==> images/port_nets.png <==
Drawn at 4 px/um.
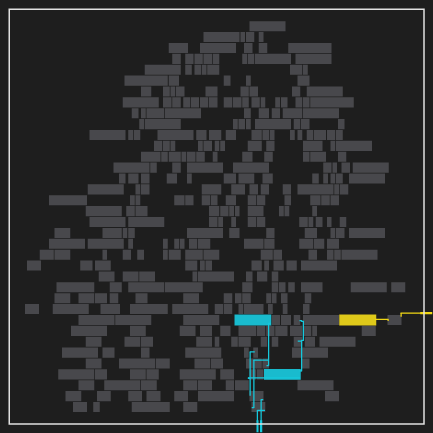
==> images/density.png <==
Drawn at 4 px/um. 10 x 10 tiles, from dark blue (low) to red (high), 0 to 100% covered.
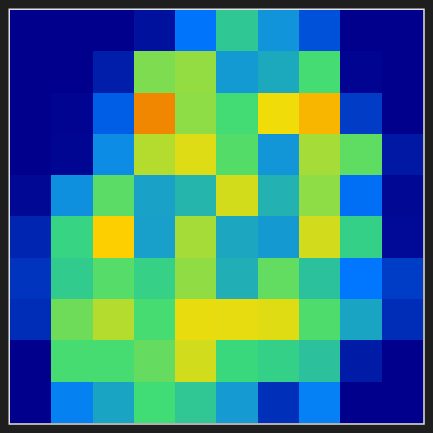
==> images/final_placement.png <==
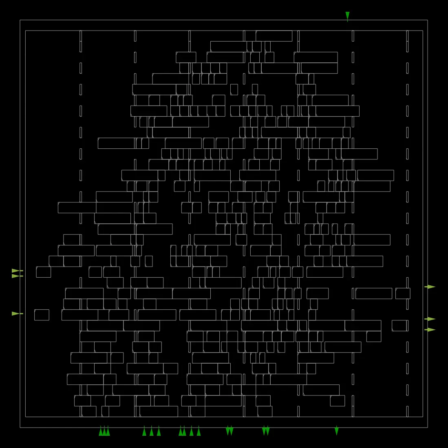
==> images/met1.png <==
Drawn at 6 px/um. Supply wires on this layer in gray.
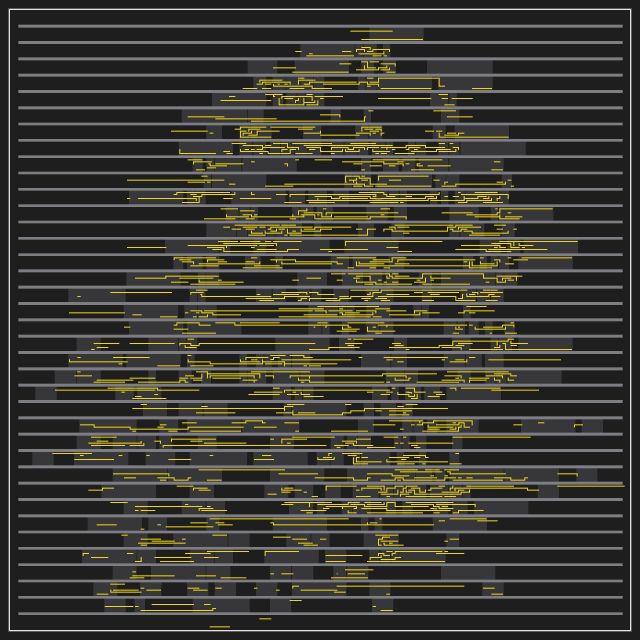
==> images/drive_strength.png <==
Drawn at 4 px/um.
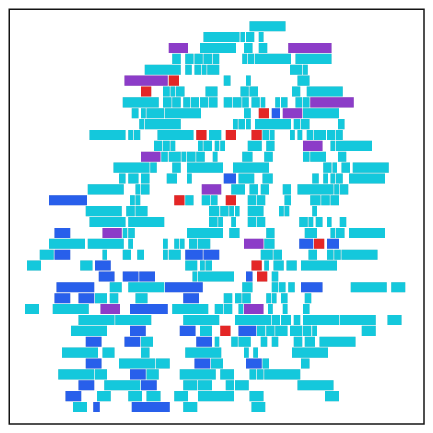
==> src/rtl/password_lock_if.sv <==
// Signal bundle between the debouncers/LEDs and the password lock.
// Inputs are debounced levels sampled every clk; the lock edge-detects the buttons itself.
// There is no valid/ready: a button rising edge is the only "request", and outputs are registered status levels.
interface password_lock_if;
    logic [9:0] sw_clean;
    logic       btn_enter;
    logic       btn_set;
    logic       unlocked;
    logic       err;
    logic       alarm;
    logic [1:0] fail_count;
    logic [2:0] state_o;

    modport master (
        output sw_clean, btn_enter, btn_set,
        input  unlocked, err, alarm, fail_count, state_o
    );

    modport slave (
        input  sw_clean, btn_enter, btn_set,
        output unlocked, err, alarm, fail_count, state_o
    );
endinterface

==> src/rtl/password_lock.sv <==
// Password-entry lock: compares the switch word on ENTER, unlocks, flags errors,
// locks out after repeated failures, and lets SET store a new password while open.
module password_lock #(
    parameter logic [9:0]  DEFAULT_PW   = 10'h2A5,
    parameter int unsigned MAX_ATTEMPTS = 3,
    parameter int unsigned ERR_CYCLES   = 25_000_000,
    parameter int unsigned OPEN_CYCLES  = 250_000_000,
    parameter int unsigned LOCK_CYCLES  = 500_000_000
) (
    input  logic          clk,
    input  logic          rst_n,
    password_lock_if.slave lock_if
);

    localparam int unsigned MAX_A   = (ERR_CYCLES > OPEN_CYCLES) ? ERR_CYCLES : OPEN_CYCLES;
    localparam int unsigned MAX_CYC = (MAX_A > LOCK_CYCLES) ? MAX_A : LOCK_CYCLES;
    localparam int          TIMER_W = $clog2(MAX_CYC + 1);

    localparam logic [TIMER_W-1:0] ERR_LAST  = TIMER_W'(ERR_CYCLES - 1);
    localparam logic [TIMER_W-1:0] OPEN_LAST = TIMER_W'(OPEN_CYCLES - 1);
    localparam logic [TIMER_W-1:0] LOCK_LAST = TIMER_W'(LOCK_CYCLES - 1);
    localparam logic [2:0]         MAX_FAIL  = 3'(MAX_ATTEMPTS);

    typedef enum logic [2:0] {
        S_LOCKED  = 3'd0,
        S_CHECK   = 3'd1,
        S_OPEN    = 3'd2,
        S_ERROR   = 3'd3,
        S_LOCKOUT = 3'd4
    } state_e;

    state_e             state_q, state_d;
    logic [9:0]         pw_q, pw_d;
    logic [9:0]         attempt_q, attempt_d;
    logic [TIMER_W-1:0] timer_q, timer_d;
    logic [1:0]         fail_q, fail_d;
    logic               enter_q, set_q;
    logic               unlocked_q, unlocked_d;
    logic               err_q, err_d;
    logic               alarm_q, alarm_d;

    logic               enter_pulse;
    logic               set_pulse;
    logic [2:0]         fail_inc;
    logic               timer_run;

    assign enter_pulse = lock_if.btn_enter & ~enter_q;
    assign set_pulse   = lock_if.btn_set & ~set_q;
    // Widened so the increment can never wrap before the lockout compare.
    assign fail_inc    = {1'b0, fail_q} + 3'd1;

    always_comb begin
        state_d   = state_q;
        pw_d      = pw_q;
        attempt_d = attempt_q;
        fail_d    = fail_q;
        timer_d   = timer_q;
        timer_run = 1'b0;

        case (state_q)
            S_LOCKED: begin
                if (enter_pulse) begin
                    attempt_d = lock_if.sw_clean;
                    state_d   = S_CHECK;
                end
            end
            S_CHECK: begin
                if (attempt_q == pw_q) begin
                    fail_d  = 2'd0;
                    state_d = S_OPEN;
                end else if (fail_inc >= MAX_FAIL) begin
                    fail_d  = MAX_FAIL[1:0];
                    state_d = S_LOCKOUT;
                end else begin
                    fail_d  = fail_inc[1:0];
                    state_d = S_ERROR;
                end
            end
            S_OPEN: begin
                // ENTER has priority over SET so a double press never changes the password.
                if (enter_pulse) begin
                    state_d = S_LOCKED;
                end else if (set_pulse) begin
                    pw_d    = lock_if.sw_clean;
                    timer_d = '0;
                end else if (timer_q == OPEN_LAST) begin
                    state_d = S_LOCKED;
                end else begin
                    timer_run = 1'b1;
                end
            end
            S_ERROR: begin
                if (timer_q == ERR_LAST) begin
                    state_d = S_LOCKED;
                end else begin
                    timer_run = 1'b1;
                end
            end
            S_LOCKOUT: begin
                if (timer_q == LOCK_LAST) begin
                    fail_d  = 2'd0;
                    state_d = S_LOCKED;
                end else begin
                    timer_run = 1'b1;
                end
            end
            default: begin
                state_d = S_LOCKED;
            end
        endcase

        // Every state entry starts the timer from zero.
        if (state_d != state_q) begin
            timer_d = '0;
        end else if (timer_run) begin
            timer_d = timer_q + TIMER_W'(1);
        end

        unlocked_d = (state_d == S_OPEN);
        err_d      = (state_d == S_ERROR);
        alarm_d    = (state_d == S_LOCKOUT);
    end

    always_ff @(posedge clk or negedge rst_n) begin
        if (!rst_n) begin
            state_q    <= S_LOCKED;
            pw_q       <= DEFAULT_PW;
            attempt_q  <= '0;
            timer_q    <= '0;
            fail_q     <= 2'd0;
            enter_q    <= 1'b0;
            set_q      <= 1'b0;
            unlocked_q <= 1'b0;
            err_q      <= 1'b0;
            alarm_q    <= 1'b0;
        end else begin
            state_q    <= state_d;
            pw_q       <= pw_d;
            attempt_q  <= attempt_d;
            timer_q    <= timer_d;
            fail_q     <= fail_d;
            enter_q    <= lock_if.btn_enter;
            set_q      <= lock_if.btn_set;
            unlocked_q <= unlocked_d;
            err_q      <= err_d;
            alarm_q    <= alarm_d;
        end
    end

    assign lock_if.unlocked   = unlocked_q;
    assign lock_if.err        = err_q;
    assign lock_if.alarm      = alarm_q;
    assign lock_if.fail_count = fail_q;
    assign lock_if.state_o    = state_q;

endmodule

==> src/flat_wrapper.sv <==
// flat-port wrapper written by rule: the top's interface ports become plain ports
module password_lock_flat 
#(
    parameter logic [9:0]  DEFAULT_PW   = 10'h2A5,
    parameter int unsigned MAX_ATTEMPTS = 3,
    parameter int unsigned ERR_CYCLES   = 25_000_000,
    parameter int unsigned OPEN_CYCLES  = 250_000_000,
    parameter int unsigned LOCK_CYCLES  = 500_000_000
)
  (clk, rst_n, lock_if_sw_clean, lock_if_btn_enter, lock_if_btn_set, lock_if_unlocked, lock_if_err, lock_if_alarm, lock_if_fail_count, lock_if_state_o);
  password_lock_if lock_if_i ();
  input  logic clk;
  input  logic rst_n;
  input wire logic [$bits(lock_if_i.sw_clean)-1:0] lock_if_sw_clean;
  input wire logic [$bits(lock_if_i.btn_enter)-1:0] lock_if_btn_enter;
  input wire logic [$bits(lock_if_i.btn_set)-1:0] lock_if_btn_set;
  output wire logic [$bits(lock_if_i.unlocked)-1:0] lock_if_unlocked;
  output wire logic [$bits(lock_if_i.err)-1:0] lock_if_err;
  output wire logic [$bits(lock_if_i.alarm)-1:0] lock_if_alarm;
  output wire logic [$bits(lock_if_i.fail_count)-1:0] lock_if_fail_count;
  output wire logic [$bits(lock_if_i.state_o)-1:0] lock_if_state_o;
  assign lock_if_i.sw_clean = lock_if_sw_clean;
  assign lock_if_i.btn_enter = lock_if_btn_enter;
  assign lock_if_i.btn_set = lock_if_btn_set;
  assign lock_if_unlocked = lock_if_i.unlocked;
  assign lock_if_err = lock_if_i.err;
  assign lock_if_alarm = lock_if_i.alarm;
  assign lock_if_fail_count = lock_if_i.fail_count;
  assign lock_if_state_o = lock_if_i.state_o;
  password_lock #(.DEFAULT_PW(DEFAULT_PW), .MAX_ATTEMPTS(MAX_ATTEMPTS), .ERR_CYCLES(ERR_CYCLES), .OPEN_CYCLES(OPEN_CYCLES), .LOCK_CYCLES(LOCK_CYCLES)) u_core (.clk(clk), .rst_n(rst_n), .lock_if(lock_if_i));
endmodule
==> config.mk <==
export PLATFORM = sky130hd
export DESIGN_NAME = password_lock_flat
export DESIGN_NICKNAME = d
export VERILOG_FILES = /design/src/rtl/password_lock_if.sv /design/src/rtl/password_lock.sv /design/src/flat_wrapper.sv
export SDC_FILE = /design/constraint.sdc
export NUM_CORES = 1
export LEC_CHECK = 0
export ABC_AREA = 0
export CAP_MARGIN = 10
export CORE_MARGIN = 1
export CORE_UTILIZATION = 31
export DETAILED_ROUTE_END_ITERATION = 12
export PLACE_DENSITY = 0.59
export SETUP_SLACK_MARGIN = 0.1
export SYNTH_ARGS = -nofsm -noshare
export SYNTH_HDL_FRONTEND = slang
export SYNTH_SLANG_ARGS = --single-unit
==> constraint.sdc <==
create_clock -name clk -period 3.3 [get_ports clk]
set_input_delay 0.33 -clock clk [delete_from_list [all_inputs] [get_ports clk]]
set_output_delay 0.33 -clock clk [all_outputs]
set_load 0.01 [all_outputs]
==> impl_metrics.tcl <==
# collected from the flow reports
set metrics [dict create \
    outcome "finished clean" \
    cap_violations 0 \
    wl_met1_mm 3.37 \
    share_comb_of_total_power 0.030 \
    final-comb-area_um2 1560 \
    layout.buffer.nonclock.area_share 0.0760 \
    peakVddDrop_v 0.000174 \
    flops 59 \
    postCtsSetupBuffers 0 \
    final.clkbuf_count 11 \
    intPower_w 0.00125 \
    worstSetupStartpoint "u_core.timer_q[9]$_DFFE_PN0P_" \
    critical_path.max_fanout 18 \
    overall_die_height_um 103 \
    global_route.usage.met1 0.199 \
    syn-mean-instance-area_um2 9.76 \
    detail_route.iter0.violations 162 \
    power_per_cell_area_nw_per_um2 418 \
    p_comb_w 0.0000481 \
    top_signal_layer_used "met4" \
    grt_setup_unrepaired "no" \
    synth_flops 59 \
    vias_per_cell 5.31 \
    grt-ovfl-total 0 \
    clock-skew-final_ps 14.7 \
    synth.largest_area_cell "sky130_fd_sc_hd__dfrtp_1" \
    critical_path_max_stage_delay_ps 560 \
    mapped_cells 326 \
    globalRouteMet2Util 0.253 \
    worst_skew_pair_later_pin_latency_ps 350 \
    cts-buffers-inserted 9 \
    largest_register_ff_count 29 \
    worst_hold_path_type "primary input to async pin" \
    switching_share 0.207 \
    preCtsSetupSlack_ps 386 \
]
Back to the opening pictures, port_nets.png:
lock_if_fail_count: drawn in cyan, bits 2, direction output, end cells 2, buffers 2, wire 79.1 um. lock_if_err: drawn in yellow, bits 1, direction output, end cells 1, buffers 1, wire 9.20 um.
IO Port Bufs: 21
count of boundary I/O pins: 22

Back to the opening pictures, density.png:
The fullest tile reaches 85%. 21% of the tiles are nearly empty. The mean over all tiles is 34%. The emptiest ninth of the die: top left.
initial core utilization: 0.323
fraction of the core area covered by cells at the end of the flow: 0.384
total core area: 9860 um^2

Back to the opening pictures, final_placement.png:
number of standard cells in the layout, taps in and fillers out: 492
count of filler cells inserted in the layout: 975

Back to the opening pictures, met1.png:
348 nets have wire on it. The longest straight run is 27.1 um.
routed via count: 2614
wire length reported by the detailed router: 7.30 mm

Back to the opening pictures, drive_strength.png:
drive 6 and up: drawn in purple, cells 12. drive 1 or less: drawn in cyan, cells 299. drive 2: drawn in blue, cells 36. drive 3 to 4: drawn in red, cells 12.
final critical-path setup slack: 343 ps
Buffers excl. clock: 32
P&R area growth vs syn: 18.9%

